### Metal layers overlaid, run 1

Scale: 8 px per um. Two of the layers only.
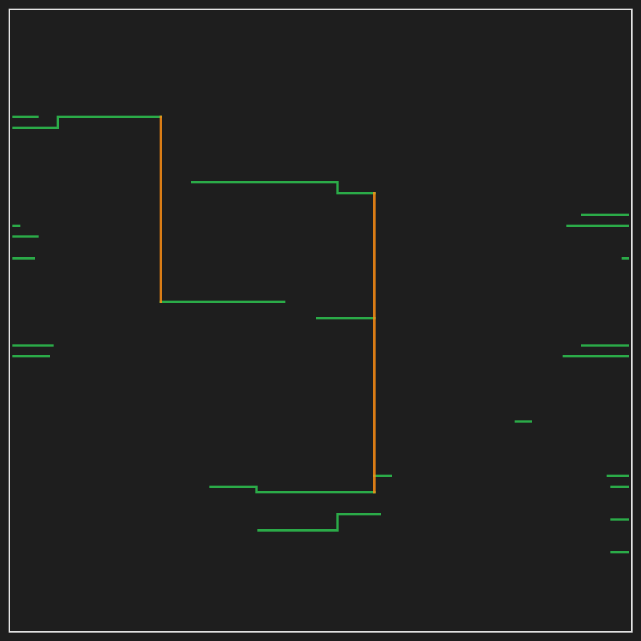
### Clock nets, run 1

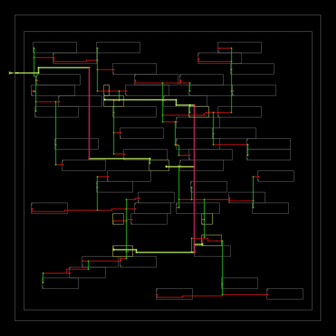
### Met2 routing, run 1

Scale: 4 px per um. Cells faint in the background.
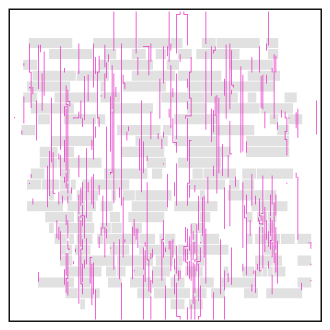
### Nets reached from selected ports, run 1

Scale: 4 px per um.
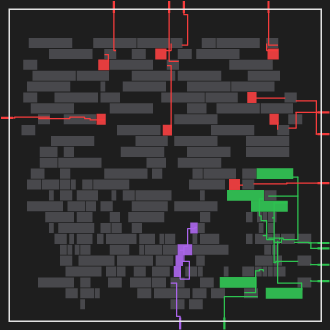
<file path="config.mk">
export PLATFORM = sky130hd
export DESIGN_NAME = program_loader_flat
export DESIGN_NICKNAME = d
export VERILOG_FILES = /design/src/rtl/program_loader_if.sv /design/src/rtl/program_loader.sv /design/src/flat_wrapper.sv
export SDC_FILE = /design/constraint.sdc
export NUM_CORES = 1
export LEC_CHECK = 0
export CORE_MARGIN = 2
export CORE_UTILIZATION = 40
export DETAILED_ROUTE_END_ITERATION = 8
export PLACE_DENSITY_LB_ADDON = 0.05
export SETUP_SLACK_MARGIN = 0.2
export SYNTH_ARGS = -nofsm -noshare
export SYNTH_HDL_FRONTEND = slang
export SYNTH_SLANG_ARGS = --single-unit
export TNS_END_PERCENT = 100
</file>
<file path="constraint.sdc">
create_clock -name clk -period 2.5 [get_ports clk]
set_clock_uncertainty 0.15 [all_clocks]
set_input_delay 0.25 -clock clk [delete_from_list [all_inputs] [get_ports clk]]
set_output_delay 0.25 -clock clk [all_outputs]
set_load 0.02 [all_outputs]
</file>
<file path="src/rtl/program_loader_if.sv">
// Host byte stream and control-block programming signals for program_loader.
// Host side: a byte moves on a rising edge where host_valid && host_ready; host_data must be stable while host_valid is high.
interface program_loader_if;
  logic [7:0] host_data;
  logic       host_valid;
  logic       host_ready;
  logic       ready;
  logic       read_ui_in;
  logic       done_load;
  logic       programming;
  logic [7:0] bus_out;
  logic       bus_out_en;

  modport master (
    output host_data, host_valid, ready, read_ui_in, done_load,
    input  host_ready, programming, bus_out, bus_out_en
  );

  modport slave (
    input  host_data, host_valid, ready, read_ui_in, done_load,
    output host_ready, programming, bus_out, bus_out_en
  );
endinterface

</file>
<file path="src/rtl/program_loader.sv">
// Host-fed byte FIFO that drives the control block's programming mode for one load session.
// Optional PROGRAM_LOADER_CHECKSUM_EN adds a mod-256 sum of every byte driven onto the bus.
module program_loader #(
  parameter int PROG_WORDS = 16,
  parameter int FIFO_DEPTH = 4
) (
  input  logic             clk,
  input  logic             rst,
  input  logic             prog_start,
  program_loader_if.slave  bus,
  output logic [4:0]       words_loaded,
  output logic             prog_done,
  output logic             underrun,
`ifdef PROGRAM_LOADER_CHECKSUM_EN
  output logic [7:0]       checksum,
`endif
  output logic [1:0]       fsm_state
);

  localparam int AW = $clog2(FIFO_DEPTH);

  typedef enum logic [1:0] {IDLE, ARM, LOAD, FINISH} state_t;

  state_t state, state_next;

  logic [7:0]  mem [FIFO_DEPTH];
  logic [AW-1:0] rd_ptr, wr_ptr;
  logic [AW:0] count;
  logic        empty, full, push, pop, read_req, last_word;
  logic        start_session, arm_edge, finish_edge;

  assign empty     = (count == '0);
  assign full      = (count == (AW+1)'(FIFO_DEPTH));
  assign push      = bus.host_valid && bus.host_ready;
  assign read_req  = bus.read_ui_in && (state == LOAD);
  // An empty-FIFO read still completes: the bus carries HLT and nothing is popped.
  assign pop       = read_req && !empty;
  assign last_word = (words_loaded == 5'(PROG_WORDS - 1));

  assign bus.host_ready = !full;
  assign bus.bus_out_en = read_req;
  assign bus.bus_out    = empty ? 8'h00 : mem[rd_ptr];
  assign fsm_state      = state;

  always_comb begin
    state_next    = state;
    start_session = 1'b0;
    arm_edge      = 1'b0;
    finish_edge   = 1'b0;
    case (state)
      IDLE: begin
        if (prog_start) begin
          state_next    = ARM;
          start_session = 1'b1;
        end
      end
      ARM: begin
        if (bus.ready) begin
          state_next = LOAD;
          arm_edge   = 1'b1;
        end
      end
      LOAD: begin
        if (bus.done_load && last_word) state_next = FINISH;
      end
      FINISH: begin
        if (bus.ready) begin
          state_next  = IDLE;
          finish_edge = 1'b1;
        end
      end
      default: state_next = IDLE;
    endcase
  end

  always_ff @(posedge clk or posedge rst) begin
    if (rst) state <= IDLE;
    else     state <= state_next;
  end

  // programming only moves on T0 edges so the control block sees it stable all cycle.
  always_ff @(posedge clk or posedge rst) begin
    if (rst) begin
      bus.programming <= 1'b0;
      prog_done       <= 1'b0;
      words_loaded    <= '0;
      underrun        <= 1'b0;
    end else begin
      if (arm_edge)    bus.programming <= 1'b1;
      if (finish_edge) bus.programming <= 1'b0;

      if (start_session)    prog_done <= 1'b0;
      else if (finish_edge) prog_done <= 1'b1;

      if (start_session)                         words_loaded <= '0;
      else if (bus.done_load && state == LOAD)   words_loaded <= words_loaded + 5'd1;

      if (start_session)          underrun <= 1'b0;
      else if (read_req && empty) underrun <= 1'b1;
    end
  end

`ifdef PROGRAM_LOADER_CHECKSUM_EN
  always_ff @(posedge clk or posedge rst) begin
    if (rst)                checksum <= '0;
    else if (start_session) checksum <= '0;
    else if (read_req)      checksum <= checksum + bus.bus_out;
  end
`endif

  always_ff @(posedge clk or posedge rst) begin
    if (rst) begin
      rd_ptr <= '0;
      wr_ptr <= '0;
      count  <= '0;
    end else begin
      if (push) wr_ptr <= wr_ptr + 1'b1;
      if (pop)  rd_ptr <= rd_ptr + 1'b1;
      case ({push, pop})
        2'b10:   count <= count + 1'b1;
        2'b01:   count <= count - 1'b1;
        default: count <= count;
      endcase
    end
  end

  always_ff @(posedge clk) begin
    if (push) mem[wr_ptr] <= bus.host_data;
  end

endmodule

</file>
<file path="src/flat_wrapper.sv">
// flat-port wrapper written by rule: the top's interface ports become plain ports
module program_loader_flat 
#(
  parameter int PROG_WORDS = 16,
  parameter int FIFO_DEPTH = 4
)
  (clk, rst, prog_start, words_loaded, prog_done, underrun, fsm_state, bus_host_data, bus_host_valid, bus_ready, bus_read_ui_in, bus_done_load, bus_host_ready, bus_programming, bus_bus_out, bus_bus_out_en);
  program_loader_if bus_i ();
  input  logic clk;
  input  logic rst;
  input  logic prog_start;
  output logic [4:0] words_loaded;
  output logic prog_done;
  output logic underrun;
  output logic [1:0] fsm_state;
  input wire logic [$bits(bus_i.host_data)-1:0] bus_host_data;
  input wire logic [$bits(bus_i.host_valid)-1:0] bus_host_valid;
  input wire logic [$bits(bus_i.ready)-1:0] bus_ready;
  input wire logic [$bits(bus_i.read_ui_in)-1:0] bus_read_ui_in;
  input wire logic [$bits(bus_i.done_load)-1:0] bus_done_load;
  output wire logic [$bits(bus_i.host_ready)-1:0] bus_host_ready;
  output wire logic [$bits(bus_i.programming)-1:0] bus_programming;
  output wire logic [$bits(bus_i.bus_out)-1:0] bus_bus_out;
  output wire logic [$bits(bus_i.bus_out_en)-1:0] bus_bus_out_en;
  assign bus_i.host_data = bus_host_data;
  assign bus_i.host_valid = bus_host_valid;
  assign bus_i.ready = bus_ready;
  assign bus_i.read_ui_in = bus_read_ui_in;
  assign bus_i.done_load = bus_done_load;
  assign bus_host_ready = bus_i.host_ready;
  assign bus_programming = bus_i.programming;
  assign bus_bus_out = bus_i.bus_out;
  assign bus_bus_out_en = bus_i.bus_out_en;
  program_loader #(.PROG_WORDS(PROG_WORDS), .FIFO_DEPTH(FIFO_DEPTH)) u_core (.clk(clk), .rst(rst), .prog_start(prog_start), .bus(bus_i), .words_loaded(words_loaded), .prog_done(prog_done), .underrun(underrun), .fsm_state(fsm_state));
endmodule
</file>
==> results.txt, run 1 <==
Figures from the implementation reports.

- The run finished with clean final reports.
- The sequential fraction of total cell area reads 50.5%.
- The number of buffers between clock root and the deepest sink reads 2.
- The maximum number of pins on one net before global-route repair reads 18.
- The fraction of met3 tracks used by global routing reads 4.07%.
- The met1 capacity usage during global routing is a little under a fifth.
- The last element of the critical path is bus_host_ready.
- The core area is 5170 sq um.
- The number of multi-input logic gates is approximately 76.
- The sum of negative setup slack reads 0 ps.
- The wire length on met2 reads roughly 2000 um.
- The number of buffers and inverters on the critical path reads 2.
- The number of pins exceeding their max-slew limit in the final report reads 0.
- The remaining design rule violation count reads 0.
- For the worst setup path, the data required time is 2100 ps.
- The power per unit of standard cell area is approximately 1200 nW/um^2.
- The sequential cell area is roughly 1400 sq um.
- For reference, the critical path cell chain is or3b_4 -> buf_4 -> clkdlybuf4s50_1.
- The category of cells accounting for the largest share of critical-path delay is buffers and inverters.
- The count of fill cells added during filler insertion reads 458.
- Of the total power, the share spent switching nets is 36.1%.
- The wire-length estimate of the detail-placed layout is around 2700 um.
- The clock transition at the registers of the reported paths reads 90 ps.
- Once synthesis finished, the tally of register bits stood at between 40 and 50.
- The simple-gate portion of the synthesized area reads a little under 9%.
- Looking at the power breakdown, sequential logic takes around two fifths of the total.
- The initial DRC count reads about 49.
- The highest attainable clock frequency is about 0.45 GHz.
- The max-capacitance violation count reads 0.
- The worst slew margin relative to its limit reads between 50% and 60%.
- The setup violation total in the final timing report reads 0.
- The type of destination of the critical path reads a primary output.
- The stat command in Yosys gives a chip area of 2170 sq um.
- The number of well taps reads about 70.
- The OpenROAD warning count reads 32.
- From bottom edge to top edge, the die measures slightly below 80 um.
- The synthesized netlist net count reads about 170.
- The post-synthesis compound-gate area fraction reads between 4 and 5%.
- The ratio of cells with drive above 1 in the final layout reads 19.8%.
- According to the floorplan log, the row count is 26.
- The highest metal layer with signal wires is met4.
- The final number of hold-violating endpoints is 0.
- The start point of the critical path is u_core.count[1]$_DFFE_PP0P_.
- The sequential cell power is 1270 uW.
- The static leakage power reads between 0.001 and 0.0015 uW.
- The power share of the combinational group is a little under half.
- The total number of cells along the worst setup path reads 3.
- The slowest library cell on the worst path reads sky130_fd_sc_hd__clkdlybuf4s50_1.
- For reference, the mux area share after synthesis is 9.52%.
- The worst setup slack for register-to-register paths is between 300 and 400 ps.
- The maximum VDD drop reads about 0.5 mV.
- The maximum fanout along the worst path reads 5.
- The combinational power reads ~1500 uW.
- In the setup report, the worst path falls into the class reg2out.
- After global routing, the most crowded layer is met2.
- The initial standard-cell utilization of the core is a little over two fifths.
- Setup repair after global routing left no endpoint under its margin.
- The switching power is roughly 1200 uW.
- From synthesis to final layout, the design area changed by 26.7%.
- The prevailing logic family in the synthesized netlist reads multiplexers.
- The sequential area share after synthesis reads a little under two thirds.
- The clock buffer and inverter area fraction after layout is between 3 and 4%.
- In this run the horizontal extent of the chip is around 78 um.
- The clock network power reported by the tool is roughly 460 uW.
- The average cell area after synthesis is about 15 sq um.
- The final cell utilization of the core is between 50% and 60%.
- The tightest min-delay check is of the in2async type.
- The routed length on met3 is ~160 um.
- The number of global-route vias before repair came to between 1000 and 1500.
- The first global-routing pass estimated between 6000 and 7000 um of wire.
- The multi-input logic area reads about 740 sq um.
- The number of diodes added for antenna fixing is 0.
- The XOR/XNOR share of the synthesized area reads under 10%.
- The layout buffering overhead excluding clock cells reads ~15%.
- The first detailed-routing pass ran for 4 iterations.
- The number of warning messages in the yosys log reads 0.
- The non-clock inverter total of the final layout is 10.
- In the Yosys report the total cell count is between 100 and 150.
- The clock network burns between 10 and 15% of the power.
- The die covers roughly 6000 sq um.
- The initial antenna violation count is 0.
- The layout buffer count excluding clock buffers is 44.
- The terminus of the critical flop-to-flop path is u_core.count[2]$_DFFE_PP0P_.
- The design internal power is approximately 2100 uW.
- The post-route non-filler standard cell count is ~260.
- After Yosys synthesis, full adders, half adders and majority gates account for under 10% of the synthesized area.
- Among all stages on the critical path, the maximum delay recorded is between 500 and 600 ps.
- The startpoint of the lowest-slack register-to-register path is u_core.count[1]$_DFFE_PP0P_.
- The shortest clock period the worst path allows after layout reads 2230 ps.
- The cell count after synthesis reads around 140.
- The logic share of the area reads between 20 and 30%.
- The pin closest to its max-slew limit shows a slew of around 680 ps.
- The maximum level of the CTS H-tree reads 2.
- The detailed-route wire length on metal 1 reads roughly 1800 um.
- Counting distinct cell types in the post-synthesis netlist gives 32.
- The number of flip-flops and latches is 49.
- The largest cell class by area is flip-flops and latches.
- The via count normalized by instance count reads ~5.0.
- The total power draw is between 3000 and 4000 uW.
- The worst setup path is launched from a flop.
- Counting cells, the worst reg-to-reg path comes to 8.
- The largest power group is combinational logic.
- The routability congestion estimate reads about 0.72.
- The number of clock buffers in the layout reads 6.
- The arrival time at the worst endpoint is between 1500 and 2000 ps.
- In this run the clock root is driven by a sky130_fd_sc_hd__clkbuf_8.
- The aggregate global routing overflow reads 0.
About 'Metal layers overlaid':
layer	colour	wire length
metal 4	orange	60.5 um
metal 3	green	163 um
Via Count: 1273
wire length reported by the detailed router: 3930 um
gr usage total: 14.0%
post-detailed-route wirelength per cell: 15.3 um

About 'Clock nets':
clock tree sinks: 49
clock network latency to the later pin of the worst-skew pair: 300 ps
clock buffer count from CTS: 5

About 'Met2 routing':
main direction	vertical
longest straight run	40.5 um
share of all routed wire	50%
nets with wire on the layer	183
grt met2 use: 22.1%

About 'Nets reached from selected ports':
port	colour	bits	direction	edge	end cells	buffers	wire
bus_ready	purple	1	input	bottom	4	1	34.5 um
bus_bus_out	red	8	output	4 top, 3 right, 1 left	8	8	152 um
words_loaded	green	5	output	4 right, 1 bottom	5	5	134 um
quantity of I/O buffers inserted on ports: 34
I/O pin total: 35

run 1: through the flow:
step                      cell area, sq um  setup WS [ps]  hold WS (ps)
after CTS                             2680            215           218
after floorplan                       2170            232          26.1
after global placement                2600            271           342
after detailed placement              2600            169           363
final                                 2750            266           189
after global routing                  2750            208           280
run 1: sequential cells by signal, summed over array words and instances (netlist names):
name                    cells
u_core.wr_ptr               2
u_core.underrun             1
u_core.words_loaded         5
u_core.bus.programming      1
u_core.fsm_state            2
u_core.rd_ptr               2
u_core.mem                 32
u_core.count                3
u_core.prog_done            1
run 1: what timing repair did:
item,4_1_cts,5_1_grt
buffers inserted,0,6
hold buffers,0,0
resized,10,4
endpoints found under the setup margin,10,1
hold endpoints to repair,0,0
pin swaps,0,3
run 1: layout by cell type, fill, tap and decap left out, drive strengths merged, types with 5 or more instances in the layout:
cell type,netlist,layout
a21oi,7,7
and3,5,5
buf,3,10
clkbuf,2,6
clkdlybuf4s50,0,25
dfrtp,17,17
dlygate4sd2,0,9
edfxtp,32,32
ha,11,11
inv,10,10
mux4,8,8
nand2,6,6
nor2,5,5
xor2,5,5
run 1: cells in the mapped netlist, drive strengths merged:
cell type  count  area (sq um)
edfxtp        32           961
dfrtp         17           425
ha            11           138
inv           10          37.5
mux4           8           180
a21oi          7          35.0
nand2          6          30.0
and3           5          36.3
nor2           5          18.8
xor2           5          43.8
and2b          4          30.0
nor2b          4          25.0
buf            3          21.3
nand3          3          15.0
xnor2          3          26.3
and2           2          12.5
clkbuf         2          7.51
mux2           2          26.3
o21ai          2          10.0
a221oi         1          8.76
a311oi         1          8.76
fa             1          20.0
nor3           1          5.00
o21ba          1          10.0
o311a          1          11.3
o32a           1          10.0
or3            1          6.26
or3b           1          8.76
==> run 1 -> run 2 <==
- CORE_UTILIZATION: 40 -> 45
### Metal layers overlaid, run 2

Scale: 8 px per um. Two of the layers only.
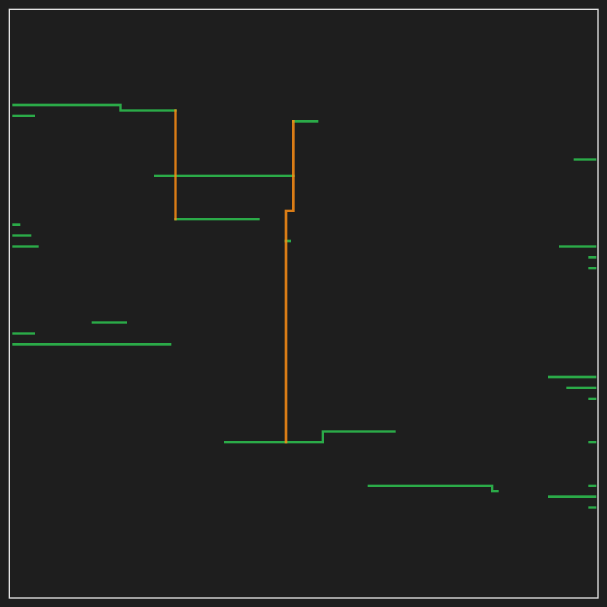
layer	colour	wire length
metal 3	green	152 um
metal 4	orange	54.6 um
Via Count: 1227
gr usage total: 16.0%
post-detailed-route wirelength per cell: 16.3 um
wire length reported by the detailed router: 3820 um

==> run 2 against run 1 <==
Compared with the run above: global-route usage up 2.0 points; flip-flop count unchanged; largest power group unchanged; clock power up 45%; critical path depth up 5; critical path type is now reg2reg; die size down 11%.
==> results.txt, run 2 <==
Figures from the implementation reports.

- The number of placed instances with taps included is 226 (was 243).
- The number of clock buffers in the layout is 5 (was 6).
- The static leakage power is 0.00109 uW (about the same).
- The ratio of cells with drive above 1 in the final layout came to 17.7% (was 19.8%).
- The number of multi-input logic gates is 76 (unchanged).
- The layout buffer count excluding clock buffers came to 38 (was 44).
- The maximum number of pins on one net before global-route repair is 18 (unchanged).
- The classification of the worst setup path is reg2reg (was reg2out).
- The placement-stage cell area reads 2580 sq um (was 2600 sq um).
- The number of placement rows came to 25 (was 26).
- The post-placement setup slack was 194 ps (was 169 ps).
- The most used standard cell by instance count after synthesis is sky130_fd_sc_hd__edfxtp_1 (unchanged).
- The share of flip-flops with an asynchronous set or reset reads 34.7% (unchanged).
- The synthesized netlist net count is 167 (unchanged).
- The highest metal layer with signal wires is met4 (unchanged).
- The wire length on met2 reads 1870 um (was 1950 um).
- The worst slew margin relative to its limit reads 55.3% (was 54.9%).
- The terminus of the critical flop-to-flop path is u_core.count[2]$_DFFE_PP0P_ (unchanged).
- The die extent in y is 73.4 um (was 77.6 um).
- The number of pins exceeding their max-slew limit in the final report is 0 (unchanged).
- The maximum VDD drop reads 0.659 mV (was 0.514 mV).
- The number of global-route vias before repair was 1244 (was 1307).
- The initial standard-cell utilization of the core is 46.2% (was 41.9%).
- The sequential cell area is 1390 sq um (about the same).
- The clock buffer and inverter area fraction after layout reads 5.06% (was 3.19%).
- The OpenROAD warning count reads 32 (unchanged).
- The setup violation total in the final timing report reads 0 (unchanged).
- The met2 track utilization from global routing was 26.1% (was 22.1%).
- The clock buffer count from CTS was 5 (unchanged).
- The TritonCTS clock tree reads yes (unchanged).
- The post-layout instance area reads 2720 sq um (was 2750 sq um).
- The post-route non-filler standard cell count reads 235 (was 257).
- The routed length on met3 reads 151 um (was 163 um).
- The detailed-route wire length on metal 1 reads 1750 um (about the same).
- The routability congestion estimate reads 0.730 (was 0.725).
- The core area reads 4690 sq um (was 5170 sq um).
- The die boundary width came to 73.4 um (was 77.6 um).
- The startpoint of the lowest-slack register-to-register path is u_core.count[0]$_DFFE_PP0P_ (was u_core.count[1]$_DFFE_PP0P_).
- The count of fill cells added during filler insertion is 383 (was 458).
- The sum of negative setup slack was 0 ps (unchanged).
- The worst-skew pair later-pin latency reads 310 ps (was 300 ps).
- The portion of synthesized cell area occupied by the leading cell type reads 44.3% (unchanged).
- Top cells by area: sky130_fd_sc_hd__edfxtp_1 (44%), sky130_fd_sc_hd__dfrtp_1 (20%), sky130_fd_sc_hd__mux4_2 (8.3%) (unchanged).
- The cell at the root of the clock tree is sky130_fd_sc_hd__clkbuf_8 (unchanged).
- The chip area in the Yosys report came to 2170 sq um (unchanged).
- The measured slew at the worst slew-check pin reads 669 ps (was 675 ps).
- Registers with the most flip-flops: u_core.mem (32), u_core.words_loaded (5), u_core.count (3) (unchanged).
- The most frequently used flop master after synthesis reads sky130_fd_sc_hd__edfxtp_1 (unchanged).
- The most frequent logic cell in the layout reads sky130_fd_sc_hd__edfxtp_1 (unchanged).
- The area added between synthesis and finish is 25.6% (was 26.7%).
- The number of cells on the worst reg-to-reg path is 8 (unchanged).
- The detailed placer's ending HPWL is 2670 um (was 2710 um).
- Ranking of synthesized cells by instance count: sky130_fd_sc_hd__edfxtp_1 (32), sky130_fd_sc_hd__dfrtp_1 (17), sky130_fd_sc_hd__ha_1 (11) (unchanged).
- The sequential fraction of total cell area reads 51.0% (was 50.5%).
- The register with the most flip-flops reads u_core.mem (unchanged).
- The number of nets still failing antenna checks after routing is 0 (unchanged).
- The fraction of met3 tracks used by global routing is 4.66% (was 4.07%).
- The final cell utilization of the core is 58.0% (was 53.1%).
- The cell count in the Yosys report is 140 (unchanged).
- The count of pins on the block boundary is 35 (unchanged).
- The wire length of the first global-routing pass reads 6220 um (was 6400 um).
- The non-clock inverter total of the final layout is 10 (unchanged).
- The synthesized cell area is 2170 sq um (unchanged).
- The initial DRC count is 66 (was 49).
- The number of well taps is 54 (was 70).
- The logic share of the area was 26.4% (was 27.1%).
- The average cell area after synthesis was 15.5 sq um (unchanged).
- The total power draw is 3380 uW (was 3240 uW).
- The remaining design rule violation count is 0 (unchanged).
- The number of enable flip-flop cells reads 32 (unchanged).
- The number of sinks on the clock net was 49 (unchanged).
- The critical path startpoint category is a flop (unchanged).
- The arrival time at the worst endpoint reads 2290 ps (was 1830 ps).
- The sequential area share after synthesis came to 63.9% (unchanged).
- RSZ-0062 raised after global routing: no (unchanged).
- The type of destination of the critical path is a flop (was primary output).
- The number of flip-flops under the largest register name is 32 (unchanged).
- The number of buffers between clock root and the deepest sink was 2 (unchanged).
- The busiest layer in global routing is met2 (unchanged).
- The max-capacitance violation count was 0 (unchanged).
- The number of warning messages in the yosys log reads 0 (unchanged).
- The via count normalized by instance count came to 5.22 (was 4.95).
- The final number of hold-violating endpoints reads 0 (unchanged).
- The detailed-router iteration count before antenna repair came to 4 (unchanged).
- The maximum level of the CTS H-tree is 2 (unchanged).
- The cell type with the largest total area after synthesis is sky130_fd_sc_hd__edfxtp_1 (unchanged).
- The total number of nets in the final design is 207 (was 213).
- The number of flip-flops and latches is 49 (unchanged).
- The power per unit of standard cell area is 1240 nW/um^2 (was 1180 nW/um^2).
- The count of unique library cells instantiated by Yosys is 32 (unchanged).
- The multi-input logic area is 718 sq um (was 743 sq um).
- The initial antenna violation count came to 0 (unchanged).
- The layout buffering overhead excluding clock cells is 13.7% (was 14.7%).
- The maximum fanout along the worst path reads 6 (was 5).
- The aggregate global routing overflow came to 0 (unchanged).
- The cell count after synthesis reads 140 (unchanged).
- The overall chip area is 5390 sq um (was 6030 sq um).
- The clock transition at the registers of the reported paths is 90 ps (about the same).
- The shortest clock period the worst path allows after layout is 2210 ps (was 2230 ps).
- The final clock period utilization by the worst path is 88.5% (was 89.3%).
- The count of hold buffers inserted by post-cts repair reads 0 (unchanged).
- The worst hold path class reads in2async (unchanged).
- Commonest cells after routing, fill and taps aside: sky130_fd_sc_hd__edfxtp_1 (32), sky130_fd_sc_hd__clkdlybuf4s50_1 (25), sky130_fd_sc_hd__dfrtp_1 (15) (was sky130_fd_sc_hd__edfxtp_1 (32), sky130_fd_sc_hd__clkdlybuf4s50_1 (25), sky130_fd_sc_hd__dfrtp_1 (17)).
- The count of port buffers added during placement came to 34 (unchanged).
- The number of storage elements in the synthesis netlist reads 49 (unchanged).
- The number of diodes added for antenna fixing came to 0 (unchanged).
- The highest attainable clock frequency reads 0.452 GHz (was 0.448 GHz).
- The met1 capacity usage during global routing is 20.5% (was 18.3%).
- The dominant kind of cell by area reads flip-flops and latches (unchanged).
- The tightest hold margin is 178 ps (was 189 ps).
- The worst setup slack for register-to-register paths reads 290 ps (was 330 ps).
- The critical path data required time is 2580 ps (was 2100 ps).
- The post-route worst setup slack is 288 ps (was 266 ps).
- Run status: completed (unchanged).
run 2: cell counts after synthesis:
Identical to the previous run, type by type.
run 2: report_power, final:
part | switching [uW] | leakage, uW | internal (uW)
sequential | 170 | 0.000502 | 1110
clock | 267 | 0.0000687 | 402
combinational | 716 | 0.000519 | 718
run 2: cells by family after synthesis:
family,share of synthesized area (%)
compound gates,4.33
simple gates,8.66
buf+inv,3.06
xor+xnor,3.23
fa+ha+maj,7.27
flops,63.9
mux,9.52
run 2: worst max-delay path by stage:
stage / end / from / slack [ps]
after floorplan: u_core.count[2]$_DFFE_PP0P_ / u_core.fsm_state[0]$_DFFE_PP0P_ / 230
after global placement: u_core.count[2]$_DFFE_PP0P_ / u_core.count[0]$_DFFE_PP0P_ / 260
after detailed placement: u_core.count[2]$_DFFE_PP0P_ / u_core.count[0]$_DFFE_PP0P_ / 190
after CTS: u_core.count[2]$_DFFE_PP0P_ / u_core.count[0]$_DFFE_PP0P_ / 250
after global routing: u_core.count[2]$_DFFE_PP0P_ / u_core.count[0]$_DFFE_PP0P_ / 210
final: u_core.count[2]$_DFFE_PP0P_ / u_core.count[0]$_DFFE_PP0P_ / 290
run 2: what timing repair did:
item | 4_1_cts | 5_1_grt
buffers inserted | 0 | 1
resized | 11 | 2
endpoints found under the setup margin | 10 | 2
pin swaps | 0 | 1
run 2: critical path: stages (launching register included):
cell and delay [ps]:
sky130_fd_sc_hd__dfrtp_2 440, sky130_fd_sc_hd__or3b_4 420, sky130_fd_sc_hd__nand2_4 100, sky130_fd_sc_hd__ha_1 180, sky130_fd_sc_hd__inv_1 60, sky130_fd_sc_hd__fa_1 370
sky130_fd_sc_hd__xor2_1 150, sky130_fd_sc_hd__nor2_1 120, sky130_fd_sc_hd__xor2_1 150
==> run 2 -> run 3 <==
- ABC_AREA: not set -> 1
- CTS_CLUSTER_SIZE: not set -> 14
- SLEW_MARGIN: not set -> 20
### Zoomed window, run 3

Window x 48 to 68, y 48 to 68 um. Cells in grey, sequential cells in the stronger grey; small squares are vias.
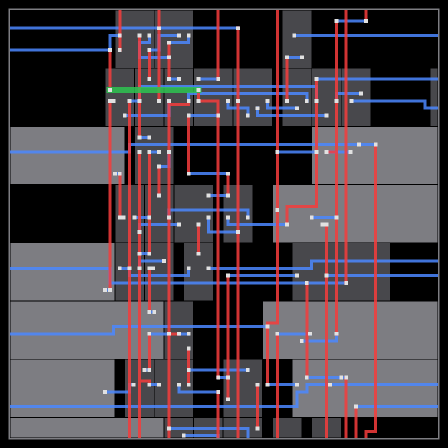
layer	colour
metal 2	red
metal 1	blue
metal 3	green
sequential cells in the window	5
netlist names of flops here include	u_core.mem (5)
cells with their middle in the window	29
most frequent	nand2_1 (9), inv_1 (6)

==> run 3 against run 2 <==
Compared with the run above: non-clock buffer count increased by 3; synthesized cell count rose by 84%; via count is 38% higher; critical endpoint unchanged; clock-buffer cell count is 1 higher; largest power group unchanged; first-iteration DRC count fell by 35%; flip-flop count unchanged; cell count increased by 59%; hold slack better by 8.1 ps; power is 1.4% higher; sequential power barely moved; critical path depth is 5 higher.
==> results.txt, run 3 <==
Figures from the implementation reports.

- The sequential cell power is 1250 uW (was 1280 uW).
- The power in the clock group reads 555 uW (was 670 uW).
- The number of buffers and inverters on the critical path reads 4 (was 1).
- The number of enable flip-flop cells reads 32 (unchanged).
- The sum of negative setup slack reads 0 ps (unchanged).
- The highest attainable clock frequency is 0.465 GHz (was 0.452 GHz).
- The aggregate global-route resource usage reads 16.5% (was 16.0%).
- The maximum fanout along the worst path was 5 (was 6).
- The number of sinks on the clock net came to 49 (unchanged).
- The number of warning messages in the yosys log reads 0 (unchanged).
- The most frequently used flop master after synthesis is sky130_fd_sc_hd__edfxtp_1 (unchanged).
- The routed length per instance is 12.0 um (was 16.3 um).
- The slowest library cell on the worst path is sky130_fd_sc_hd__dfrtp_1 (was sky130_fd_sc_hd__dfrtp_2).
- Commonest cells after routing, fill and taps aside: sky130_fd_sc_hd__nand2_1 (66), sky130_fd_sc_hd__inv_1 (61), sky130_fd_sc_hd__edfxtp_1 (32) (was sky130_fd_sc_hd__edfxtp_1 (32), sky130_fd_sc_hd__clkdlybuf4s50_1 (25), sky130_fd_sc_hd__dfrtp_1 (15)).
- The count of unique library cells instantiated by Yosys is 23 (was 32).
- The type of destination of the critical path reads a flop (unchanged).
- The initial standard-cell utilization of the core came to 46.7% (was 46.2%).
- The overall chip area came to 5940 sq um (was 5390 sq um).
- The remaining design rule violation count is 0 (unchanged).
- The chip area in the Yosys report reads 2400 sq um (was 2170 sq um).
- The sequential area share after synthesis reads 57.7% (was 63.9%).
- The measured slew at the worst slew-check pin came to 665 ps (was 669 ps).
- The maximum number of pins on one net before global-route repair is 18 (unchanged).
- The number of global-route vias before repair is 1613 (was 1244).
- The total vias in the final route came to 1688 (was 1227).
- The power per unit of standard cell area is 1140 nW/um^2 (was 1240 nW/um^2).
- The relative contribution of sequential cells to total power reads 36.4% (was 37.8%).
- The count of hold buffers inserted by post-cts repair is 0 (unchanged).
- The most used standard cell by instance count after synthesis is sky130_fd_sc_hd__nand2_1 (was sky130_fd_sc_hd__edfxtp_1).
- The routability congestion estimate reads 0.819 (was 0.730).
- The max-capacitance violation count was 0 (unchanged).
- The count of port buffers added during placement reads 34 (unchanged).
- The via count normalized by instance count is 4.53 (was 5.22).
- The final clock period utilization by the worst path reads 86.1% (was 88.5%).
- The final number of hold-violating endpoints is 0 (unchanged).
- The core area is 5140 sq um (was 4690 sq um).
- The design internal power came to 2070 uW (was 2230 uW).
- The number of pins exceeding their max-slew limit in the final report reads 0 (unchanged).
- Top cells by area: sky130_fd_sc_hd__edfxtp_1 (40%), sky130_fd_sc_hd__dfrtp_1 (18%), sky130_fd_sc_hd__nand2_1 (10%) (was sky130_fd_sc_hd__edfxtp_1 (44%), sky130_fd_sc_hd__dfrtp_1 (20%), sky130_fd_sc_hd__mux4_2 (8.3%)).
- The worst-skew pair later-pin latency reads 300 ps (was 310 ps).
- The shortest clock period the worst path allows after layout was 2150 ps (was 2210 ps).
- The number of nets still failing antenna checks after routing is 0 (unchanged).
- The register with the most flip-flops is u_core.mem (unchanged).
- The number of diodes added for antenna fixing is 0 (unchanged).
- The setup violation total in the final timing report came to 0 (unchanged).
- The worst slew margin relative to its limit reads 55.6% (was 55.3%).
- The count of pins on the block boundary is 35 (unchanged).
- RSZ-0062 raised after global routing: yes (was no).
- The area added between synthesis and finish reads 24.9% (was 25.6%).
- The critical path data required time is 2550 ps (was 2580 ps).
- Ranking of synthesized cells by instance count: sky130_fd_sc_hd__nand2_1 (66), sky130_fd_sc_hd__inv_1 (65), sky130_fd_sc_hd__edfxtp_1 (32) (was sky130_fd_sc_hd__edfxtp_1 (32), sky130_fd_sc_hd__dfrtp_1 (17), sky130_fd_sc_hd__ha_1 (11)).
- The cell count in the Yosys report is 258 (was 140).
- Cells along the critical path: inv_2 -> ha_4 -> nand2_1 -> inv_2 -> nand2_1 -> inv_1 -> ha_1 -> inv_1 -> fa_1 -> nand2_1 -> nand3_1 -> nand2_1 -> nand2_1 (was or3b_4 -> nand2_4 -> ha_1 -> inv_1 -> fa_1 -> xor2_1 -> nor2_1 -> xor2_1).
- The aggregate global routing overflow reads 0 (unchanged).
- The critical path startpoint category is a flop (unchanged).
- The number of storage elements in the synthesis netlist reads 49 (unchanged).
- The initial DRC count is 43 (was 66).
- The detailed-route wire length reads 4470 um (was 3820 um).
- The average cell area after synthesis is 9.31 sq um (was 15.5 sq um).
- The number of placement rows is 26 (was 25).
- The switching power is 1370 uW (was 1150 uW).
- The number of buffers between clock root and the deepest sink is 2 (unchanged).
- The wire length of the first global-routing pass is 7540 um (was 6220 um).
- The number of flip-flops under the largest register name is 32 (unchanged).
- The post-route worst setup slack is 349 ps (was 288 ps).
- The combinational power reads 1630 uW (was 1430 uW).
- The portion of netlist area occupied by mux cells came to 0% (was 9.52%).
- Registers with the most flip-flops: u_core.mem (32), u_core.words_loaded (5), u_core.count (3) (unchanged).
- The clock buffer count from CTS was 5 (unchanged).
- Run status: completed (unchanged).
- The total number of nets in the final design reads 329 (was 207).
- The worst hold path class is in2async (unchanged).
- The maximum level of the CTS H-tree came to 2 (unchanged).
- The placement-stage cell area is 2850 sq um (was 2580 sq um).
- The switching power share of the total reads 39.8% (was 34.1%).
- The cell at the root of the clock tree is sky130_fd_sc_hd__clkbuf_8 (unchanged).
- The TritonCTS clock tree reads yes (unchanged).
- The largest stage delay on the critical path reads 440 ps (about the same).
- The post-layout instance area reads 3000 sq um (was 2720 sq um).
- The detailed-router iteration count before antenna repair reads 4 (unchanged).
- The count of fill cells added during filler insertion reads 490 (was 383).
- The most frequent logic cell in the layout reads sky130_fd_sc_hd__nand2_1 (was sky130_fd_sc_hd__edfxtp_1).
- The initial antenna violation count reads 0 (unchanged).
- The static leakage power is 0.00148 uW (was 0.00109 uW).
- The arrival time at the worst endpoint reads 2200 ps (was 2290 ps).
- The synthesized netlist net count is 285 (was 167).
- The die boundary width reads 77.1 um (was 73.4 um).
- The final cell utilization of the core reads 58.4% (was 58.0%).
- The category of cells accounting for the largest share of critical-path delay reads adder cells (was simple AND/OR/NAND/NOR gates).
- The die extent in y reads 77.1 um (was 73.4 um).
- The post-synthesis compound-gate area fraction is 4.06% (was 4.33%).
- The synthesized cell area was 2400 sq um (was 2170 sq um).
- The XOR/XNOR share of the synthesized area was 0.729% (was 3.23%).
- The share of flip-flops with an asynchronous set or reset reads 34.7% (unchanged).
- The classification of the worst setup path is reg2reg (unchanged).
- The clock transition at the registers of the reported paths is 80 ps (was 90 ps).
- The post-placement setup slack is 271 ps (was 194 ps).
- The ratio of cells with drive above 1 in the final layout reads 8.58% (was 17.7%).
- The library cell appearing most often on the critical path is sky130_fd_sc_hd__nand2_1 (was sky130_fd_sc_hd__xor2_1).
- The detailed placer's ending HPWL reads 3070 um (was 2670 um).
- The cell type with the largest total area after synthesis is sky130_fd_sc_hd__edfxtp_1 (unchanged).
- The maximum VDD drop came to 0.714 mV (was 0.659 mV).
- The power share of the combinational group was 47.4% (was 42.4%).
- The portion of synthesized cell area occupied by the leading cell type is 40.0% (was 44.3%).
- The prevailing logic family in the synthesized netlist is simple AND/OR/NAND/NOR gates (was multiplexers).
- The simple-gate portion of the synthesized area is 19.1% (was 8.66%).
- The post-synthesis share of cell area spent on full adders, half adders and majority gates is 6.56% (was 7.27%).
- The OpenROAD warning count is 33 (was 32).
- The largest power group is combinational logic (unchanged).
- The cell count after synthesis reads 258 (was 140).
- The fraction of power consumed by the clock network is 16.2% (was 19.8%).
[run 3: final cells by class]
class | instances | area, sq um | share of cell area [%]
clock inverters | 2 | 38.8 | 1.29
clock buffers | 6 | 72.6 | 2.42
repair buffers | 41 | 414 | 13.8
well taps | 70 | 87.6 | 2.92
multi-input cells | 139 | 746 | 24.9
flip-flops and latches | 49 | 1390 | 46.2
inverters | 66 | 254 | 8.47
[run 3: repair_timing]
action,in CTS,in global routing
setup endpoints to repair,8,8
cloned,0,0
buffers inserted,0,1
resized,5,10
[run 3: final timing paths]
kind                                                     from                            endpoint  slack [ps]  cells after the start
setup / recovery              u_core.fsm_state[0]$_DFFE_PP0P_         u_core.count[2]$_DFFE_PP0P_         350                     13
hold / removal                                            rst  u_core.words_loaded[3]$_DFFE_PP0P_         190                      2
setup reg to reg              u_core.fsm_state[0]$_DFFE_PP0P_         u_core.count[2]$_DFFE_PP0P_         350                     13
hold reg to reg            u_core.bus.programming$_DFFE_PP0P_  u_core.bus.programming$_DFFE_PP0P_         360                      2
max in group asynchronous                                 rst        u_core.rd_ptr[0]$_DFFE_PP0P_        1550                      2
min in group clk           u_core.bus.programming$_DFFE_PP0P_  u_core.bus.programming$_DFFE_PP0P_         360                      2
[run 3: routing by layer]
layer	track usage, %	share of wire (%)	wire length (um)	vias up
li1	-	-	-	888
met1	22.3	46	2080	766
met2	26.3	49	2180	29
met3	4.24	3.4	151	5
met4	5.36	1.3	57	0
met5	0	0	0	-
[run 3: metrics by stage]
step	hold slack (ps)	std cells	power (uW)
2_1_floorplan	26.1	258	2280
3_3_place_gp	338	364	2900
3_5_place_dp	334	364	2910
4_1_cts	215	372	3450
5_1_grt	277	373	3710
6_report	187	373	3430
No activity file was given, so power comes from the tool's default toggle rates.
